==> images/met2.png <==
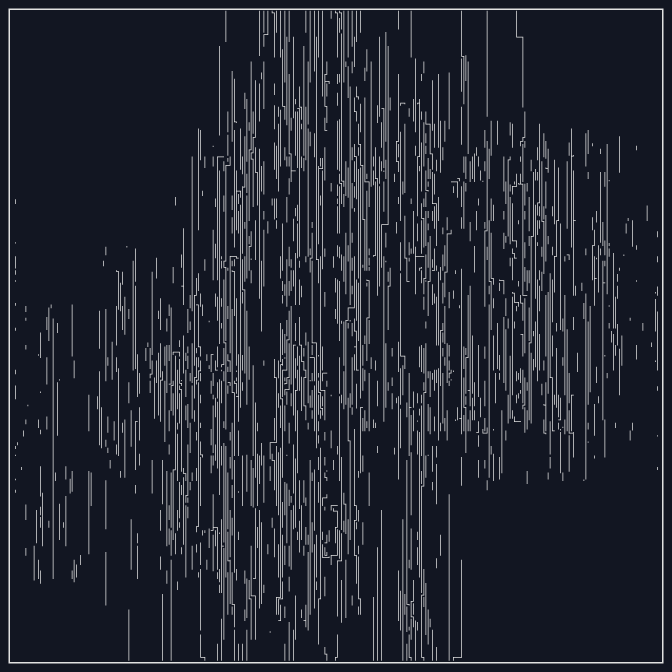
==> images/density.png <==
The die is cut into 14 by 14 equal tiles; white is low, dark blue is high, 0 to 100% covered.
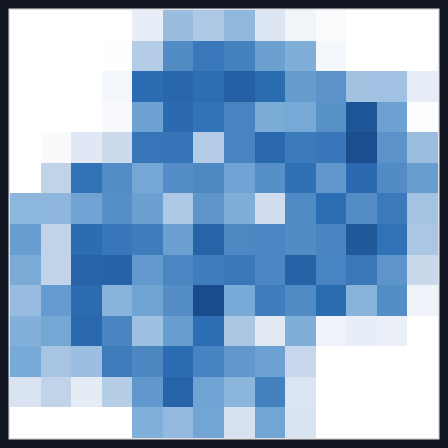
[config.mk]
export PLATFORM = sky130hd
export DESIGN_NAME = fcmp_pipe_flat
export DESIGN_NICKNAME = d
export VERILOG_FILES = /design/src/rtl/fcmp_pipe_if.sv /design/src/rtl/fcmp_pipe.sv /design/src/flat_wrapper.sv
export SDC_FILE = /design/constraint.sdc
export NUM_CORES = 1
export LEC_CHECK = 0
export CORE_MARGIN = 2
export CORE_UTILIZATION = 35
export CTS_CLUSTER_SIZE = 8
export DETAILED_ROUTE_END_ITERATION = 10
export MAX_ROUTING_LAYER = met4
export PLACE_DENSITY = 0.68
export SLEW_MARGIN = 10
export SYNTH_ARGS = -nofsm -noshare
export SYNTH_HDL_FRONTEND = slang
export SYNTH_SLANG_ARGS = --single-unit
[constraint.sdc]
create_clock -name clk -period 7.57 [get_ports clk]
set_input_delay 2.271 -clock clk [delete_from_list [all_inputs] [get_ports clk]]
set_output_delay 2.271 -clock clk [all_outputs]
set_load 0.01 [all_outputs]
[src/rtl/fcmp_pipe_if.sv]
// Operation/result channel of the FP compare/select unit.
// The master side issues operations and consumes results; the slave side is the unit itself.
interface fcmp_pipe_if #(
   parameter int TAG_W = 5
);
   logic             in_valid;
   logic             in_ready;
   logic [2:0]       in_op;
   logic [31:0]      in_x1;
   logic [31:0]      in_x2;
   logic [TAG_W-1:0] in_tag;
   logic             out_valid;
   logic             out_ready;
   logic [31:0]      out_result;
   logic [TAG_W-1:0] out_tag;
   logic             out_nan;

   // A transfer happens on a rising edge where valid and ready are both high.
   // A producer holds its payload steady while valid is high and ready is low.
   modport master (
      output in_valid, in_op, in_x1, in_x2, in_tag, out_ready,
      input  in_ready, out_valid, out_result, out_tag, out_nan
   );

   modport slave (
      input  in_valid, in_op, in_x1, in_x2, in_tag, out_ready,
      output in_ready, out_valid, out_result, out_tag, out_nan
   );
endinterface

[src/rtl/fcmp_pipe.sv]
// Two-stage IEEE-754 single-precision compare/select (flt, fle, feq, fmin, fmax).
// Stage 1 captures operands plus NaN/zero classification; stage 2 is the output register.
module fcmp_pipe #(
   parameter int TAG_W = 5
) (
   input  logic       clk,
   input  logic       rst,
   fcmp_pipe_if.slave bus
);
   localparam logic [2:0] OP_FLT  = 3'd0;
   localparam logic [2:0] OP_FLE  = 3'd1;
   localparam logic [2:0] OP_FEQ  = 3'd2;
   localparam logic [2:0] OP_FMIN = 3'd3;
   localparam logic [2:0] OP_FMAX = 3'd4;
   localparam logic [31:0] CANON_NAN = 32'h7FC0_0000;

   logic             r_s1_valid;
   logic [2:0]       r_s1_op;
   logic [31:0]      r_s1_a;
   logic [31:0]      r_s1_b;
   logic [TAG_W-1:0] r_s1_tag;
   logic             r_s1_nan_a;
   logic             r_s1_nan_b;
   logic             r_s1_zero_a;
   logic             r_s1_zero_b;

   logic             r_s2_valid;
   logic [31:0]      r_s2_result;
   logic [TAG_W-1:0] r_s2_tag;
   logic             r_s2_nan;

   logic             w_s2_load;
   logic             w_s1_load;
   logic             w_in_fire;
   logic             w_any_nan;
   logic             w_both_zero;
   logic             w_lt;
   logic             w_eq;
   logic [31:0]      w_result;

   function automatic logic f_is_nan(input logic [31:0] x);
      return (x[30:23] == 8'hFF) && (x[22:0] != 23'd0);
   endfunction

   function automatic logic f_is_zero(input logic [31:0] x);
      return x[30:0] == 31'd0;
   endfunction

   assign w_s2_load    = !r_s2_valid || bus.out_ready;
   assign w_s1_load    = !r_s1_valid || w_s2_load;
   assign bus.in_ready = !rst && w_s1_load;
   assign w_in_fire    = bus.in_valid && bus.in_ready;

   always_ff @(posedge clk or posedge rst) begin
      if (rst) begin
         r_s1_valid  <= 1'b0;
         r_s1_op     <= 3'd0;
         r_s1_a      <= 32'd0;
         r_s1_b      <= 32'd0;
         r_s1_tag    <= '0;
         r_s1_nan_a  <= 1'b0;
         r_s1_nan_b  <= 1'b0;
         r_s1_zero_a <= 1'b0;
         r_s1_zero_b <= 1'b0;
      end else if (w_s1_load) begin
         r_s1_valid <= w_in_fire;
         if (w_in_fire) begin
            r_s1_op     <= bus.in_op;
            r_s1_a      <= bus.in_x1;
            r_s1_b      <= bus.in_x2;
            r_s1_tag    <= bus.in_tag;
            r_s1_nan_a  <= f_is_nan(bus.in_x1);
            r_s1_nan_b  <= f_is_nan(bus.in_x2);
            r_s1_zero_a <= f_is_zero(bus.in_x1);
            r_s1_zero_b <= f_is_zero(bus.in_x2);
         end
      end
   end

   // Sign-magnitude ordering: for two negatives the larger magnitude is the smaller value.
   always_comb begin
      w_any_nan   = r_s1_nan_a || r_s1_nan_b;
      w_both_zero = r_s1_zero_a && r_s1_zero_b;
      w_lt        = 1'b0;
      if (!w_any_nan && !w_both_zero) begin
         if (r_s1_a[31] != r_s1_b[31])
            w_lt = r_s1_a[31];
         else if (!r_s1_a[31])
            w_lt = r_s1_a[30:0] < r_s1_b[30:0];
         else
            w_lt = r_s1_b[30:0] < r_s1_a[30:0];
      end
      w_eq = !w_any_nan && ((r_s1_a == r_s1_b) || w_both_zero);

      w_result = 32'd0;
      case (r_s1_op)
         OP_FLT: w_result = {31'd0, w_lt};
         OP_FLE: w_result = {31'd0, w_lt || w_eq};
         OP_FEQ: w_result = {31'd0, w_eq};
         OP_FMIN: begin
            if (r_s1_nan_a && r_s1_nan_b)                  w_result = CANON_NAN;
            else if (r_s1_nan_a)                           w_result = r_s1_b;
            else if (r_s1_nan_b)                           w_result = r_s1_a;
            else if (w_both_zero && (r_s1_a[31] != r_s1_b[31])) w_result = 32'h8000_0000;
            else                                           w_result = w_lt ? r_s1_a : r_s1_b;
         end
         OP_FMAX: begin
            if (r_s1_nan_a && r_s1_nan_b)                  w_result = CANON_NAN;
            else if (r_s1_nan_a)                           w_result = r_s1_b;
            else if (r_s1_nan_b)                           w_result = r_s1_a;
            else if (w_both_zero && (r_s1_a[31] != r_s1_b[31])) w_result = 32'h0000_0000;
            else                                           w_result = w_lt ? r_s1_b : r_s1_a;
         end
         default: w_result = 32'd0;
      endcase
   end

   always_ff @(posedge clk or posedge rst) begin
      if (rst) begin
         r_s2_valid  <= 1'b0;
         r_s2_result <= 32'd0;
         r_s2_tag    <= '0;
         r_s2_nan    <= 1'b0;
      end else if (w_s2_load) begin
         r_s2_valid <= r_s1_valid;
         if (r_s1_valid) begin
            r_s2_result <= w_result;
            r_s2_tag    <= r_s1_tag;
            r_s2_nan    <= w_any_nan;
         end
      end
   end

   assign bus.out_valid  = r_s2_valid;
   assign bus.out_result = r_s2_result;
   assign bus.out_tag    = r_s2_tag;
   assign bus.out_nan    = r_s2_nan;
endmodule

[src/flat_wrapper.sv]
// flat-port wrapper written by rule: the top's interface ports become plain ports
module fcmp_pipe_flat 
#(
   parameter int TAG_W = 5
)
  (clk, rst, bus_in_valid, bus_in_op, bus_in_x1, bus_in_x2, bus_in_tag, bus_out_ready, bus_in_ready, bus_out_valid, bus_out_result, bus_out_tag, bus_out_nan);
  fcmp_pipe_if #(.TAG_W(TAG_W)) bus_i ();
  input  logic clk;
  input  logic rst;
  input wire logic [$bits(bus_i.in_valid)-1:0] bus_in_valid;
  input wire logic [$bits(bus_i.in_op)-1:0] bus_in_op;
  input wire logic [$bits(bus_i.in_x1)-1:0] bus_in_x1;
  input wire logic [$bits(bus_i.in_x2)-1:0] bus_in_x2;
  input wire logic [$bits(bus_i.in_tag)-1:0] bus_in_tag;
  input wire logic [$bits(bus_i.out_ready)-1:0] bus_out_ready;
  output wire logic [$bits(bus_i.in_ready)-1:0] bus_in_ready;
  output wire logic [$bits(bus_i.out_valid)-1:0] bus_out_valid;
  output wire logic [$bits(bus_i.out_result)-1:0] bus_out_result;
  output wire logic [$bits(bus_i.out_tag)-1:0] bus_out_tag;
  output wire logic [$bits(bus_i.out_nan)-1:0] bus_out_nan;
  assign bus_i.in_valid = bus_in_valid;
  assign bus_i.in_op = bus_in_op;
  assign bus_i.in_x1 = bus_in_x1;
  assign bus_i.in_x2 = bus_in_x2;
  assign bus_i.in_tag = bus_in_tag;
  assign bus_i.out_ready = bus_out_ready;
  assign bus_in_ready = bus_i.in_ready;
  assign bus_out_valid = bus_i.out_valid;
  assign bus_out_result = bus_i.out_result;
  assign bus_out_tag = bus_i.out_tag;
  assign bus_out_nan = bus_i.out_nan;
  fcmp_pipe #(.TAG_W(TAG_W)) u_core (.clk(clk), .rst(rst), .bus(bus_i));
endmodule
==> flow_metrics.env <==
# physical design summary
export IMPL_outcome="finished, final reports clean"
export IMPL_cp_start_kind="input port"
export IMPL_p_sw_uw=741
export IMPL_fin_cells=969
export IMPL_power_total_mw=2.30
export IMPL_cts_reportedPaths_clkPinSlew_ns=0.06
export IMPL_vias_per_cell=5.62
export IMPL_synth_cell_area_mm2=0.00671
export IMPL_fmax_ghz=0.167
export IMPL_die_width_um=142
export IMPL_holdBufCountCts=0
export IMPL_max_cap_violations=0
export IMPL_power_frac_seq_pct=36.8
export IMPL_die_area_mm2=0.0203
export IMPL_num_rows=50
export IMPL_worst_pin_slew_ns=1.29
export IMPL_worstSetupStartpoint="bus_out_ready"
export IMPL_drt_drc_violations_left=0
export IMPL_ys_types=53
export IMPL_power_frac_clock_pct=35.1
export IMPL_rsz0062_at_grt="no"
export IMPL_crit_arrival_ns=3.70
export IMPL_grt_pass1_vias=5376
export IMPL_critPathCapture="bus_in_ready"
export IMPL_cts_setup_buffers=0
export IMPL_grt_pass1_wl_um=30000
export IMPL_dpl_cell_area_mm2=0.00807
export IMPL_design_area_mm2=0.00866
export IMPL_power_density_mw_per_mm2=266
export IMPL_p_sw_share_pct=32.2
export IMPL_yosys_cells=620
export IMPL_io_pins=116
export IMPL_hp_class="reg -> reg"
export IMPL_largest_area_cell="dfrtp_1"
export IMPL_dp_hpwl_um=12600
export IMPL_fillers=1751
export IMPL_flop_cell="dfrtp_1"
export IMPL_top_cell_area_share_pct=43.3
export IMPL_reg2reg_depth=12
export IMPL_dp_cells=937
export IMPL_nets=829
export IMPL_die_h_um=142
export IMPL_cts_buffers=17
export IMPL_htree_num_levels=4
export IMPL_ctsRootBufferMaster="clkbuf_16"
export IMPL_setup_violations=0
export IMPL_setup_tns_ns=0
export IMPL_combPwrFrac_pct=28.1
export IMPL_skew_ns=0.00948
export IMPL_seq_area_frac_synth_pct=43.3
export IMPL_cts_tree="built"
export IMPL_drt_pass1_iter_count=5
export IMPL_grt_max_degree=82
export IMPL_worstReg2RegEnd="u_core.bus.out_result[3]"
export IMPL_intPower_mw=1.56
export IMPL_clockBufferDepth=2
export IMPL_top_cells_by_count="dfrtp_1, mux2_2, o21ai_0"
export IMPL_ys_ff=116
export IMPL_yosysMostFrequentCell="dfrtp_1"
export IMPL_irDropWorstVdd_uv=174
export IMPL_area_growth_pct=29.1
export IMPL_r2r_start="u_core.r_s1_b[16]"
## Picture notes: met2.png
share of all routed wire: 46%
main direction: vertical
Total Routed Length: 18900 um
met2 usage: 30.1%
Via Count: 5442

## Picture notes: density.png
fullest tile: 89%
mean over tiles: 41%
tiles over 75% full: 12%
nearly empty tiles: 20%
emptiest ninth of the die: top left
Placeable Area: 0.0188 mm2
Core Util, Final: 46.1%
Starting Density: 35.7%

[logic make-up after synthesis]
kind of cell    after synthesis  synth area share (%)
compound gates              216                  24.4
xor+xnor                      2                 0.261
fa+ha+maj                    31                  5.78
buf+inv                      74                  4.61
flops                       116                  43.3
mux                          78                  13.1
simple gates                103                  8.55
[cells in the final DEF (no fill, tap or decap), types with 3 or more instances in the layout]
master and count:
o21ai_0 43, inv_6 3, a22oi_1 30, nor2_1 8
o31ai_2 21, nand2_1 26, mux2_2 77, a221oi_1 3
dfrtp_1 116, clkdlybuf4s50_1 115, a211oi_1 11, nand4_1 12
o31a_1 21, clkinvlp_4 6, clkbuf_16 17, ha_1 31
nor3_1 8, o21ai_1 10, buf_4 7, nor4_1 14
nand2b_1 4, o211ai_1 3, a22oi_2 20, inv_1 33
nand3_1 8, a21oi_1 42
[sequential cells by signal, indices dropped and copies added (netlist names)]
name                   flops
u_core.r_s1_tag            5
u_core.r_s1_valid          1
u_core.r_s1_nan_a          1
u_core.r_s1_b             32
u_core.r_s1_nan_b          1
u_core.bus.out_nan         1
u_core.r_s1_a             32
u_core.bus.out_valid       1
u_core.r_s1_zero_a         1
u_core.r_s1_zero_b         1
u_core.bus.out_result     32
u_core.r_s1_op             3
u_core.bus.out_tag         5
[worst max-delay path, stage by stage]
cell and delay [ns]:
clkdlybuf4s50_1 0.47, nor2b_1 0.06, a21oi_1 0.30, clkdlybuf4s50_1 0.61
[power by group through the flow]
| stage | Combinational, mW | Sequential, mW | Clock [mW] |
|---|---|---|---|
| after floorplan | 0.391 | 0.844 | 0 |
| after global placement | 0.635 | 0.852 | 0 |
| after detailed placement | 0.646 | 0.855 | 0 |
| after CTS | 0.652 | 0.845 | 0.822 |
| after global routing | 0.716 | 0.863 | 0.852 |
| final | 0.647 | 0.846 | 0.809 |
[metal layers]
layer	share of wire (%)	vias to the layer above	GRT usage, %
met5	0	-	-
met1	47	2699	26.8
li1	-	2565	-
met3	5.5	21	4.85
met2	46	157	30.1
met4	1.3	0	5.52
[per-stage QoR]
stage / worst slack (ns) / utilization (%)
2_1_floorplan: 2.23 / -
4_1_cts: 1.60 / 46.1
3_5_place_dp: 1.61 / 43.0
3_3_place_gp: 1.63 / 43.0
5_1_grt: 1.50 / 46.1
6_report: 1.60 / 46.1
[layout make-up]
type	instances	area, um2	share of cell area [%]
Clock buffer	18	439	5.07
Sequential cell	116	2900	33.5
Inverter	35	134	1.55
Timing Repair Buffer	122	1200	13.9
Clock inverter	14	154	1.78
Multi-Input combinational cell	430	3530	40.8
Tap cell	234	293	3.38
[worst min-delay path by stage]
stage / slack [ns] / cells past startpoint / start / to
3_5_place_dp: 0.48 / 2 / u_core.r_s1_zero_b / u_core.r_s1_zero_b
5_1_grt: 0.52 / 2 / u_core.r_s1_zero_b / u_core.r_s1_zero_b
4_1_cts: 0.49 / 2 / u_core.r_s1_zero_b / u_core.r_s1_zero_b
3_3_place_gp: 0.47 / 2 / u_core.r_s1_zero_a / u_core.r_s1_zero_a
2_1_floorplan: 0.45 / 2 / u_core.r_s1_zero_a / u_core.r_s1_zero_a
6_report: 0.48 / 2 / u_core.bus.out_nan / u_core.bus.out_nan
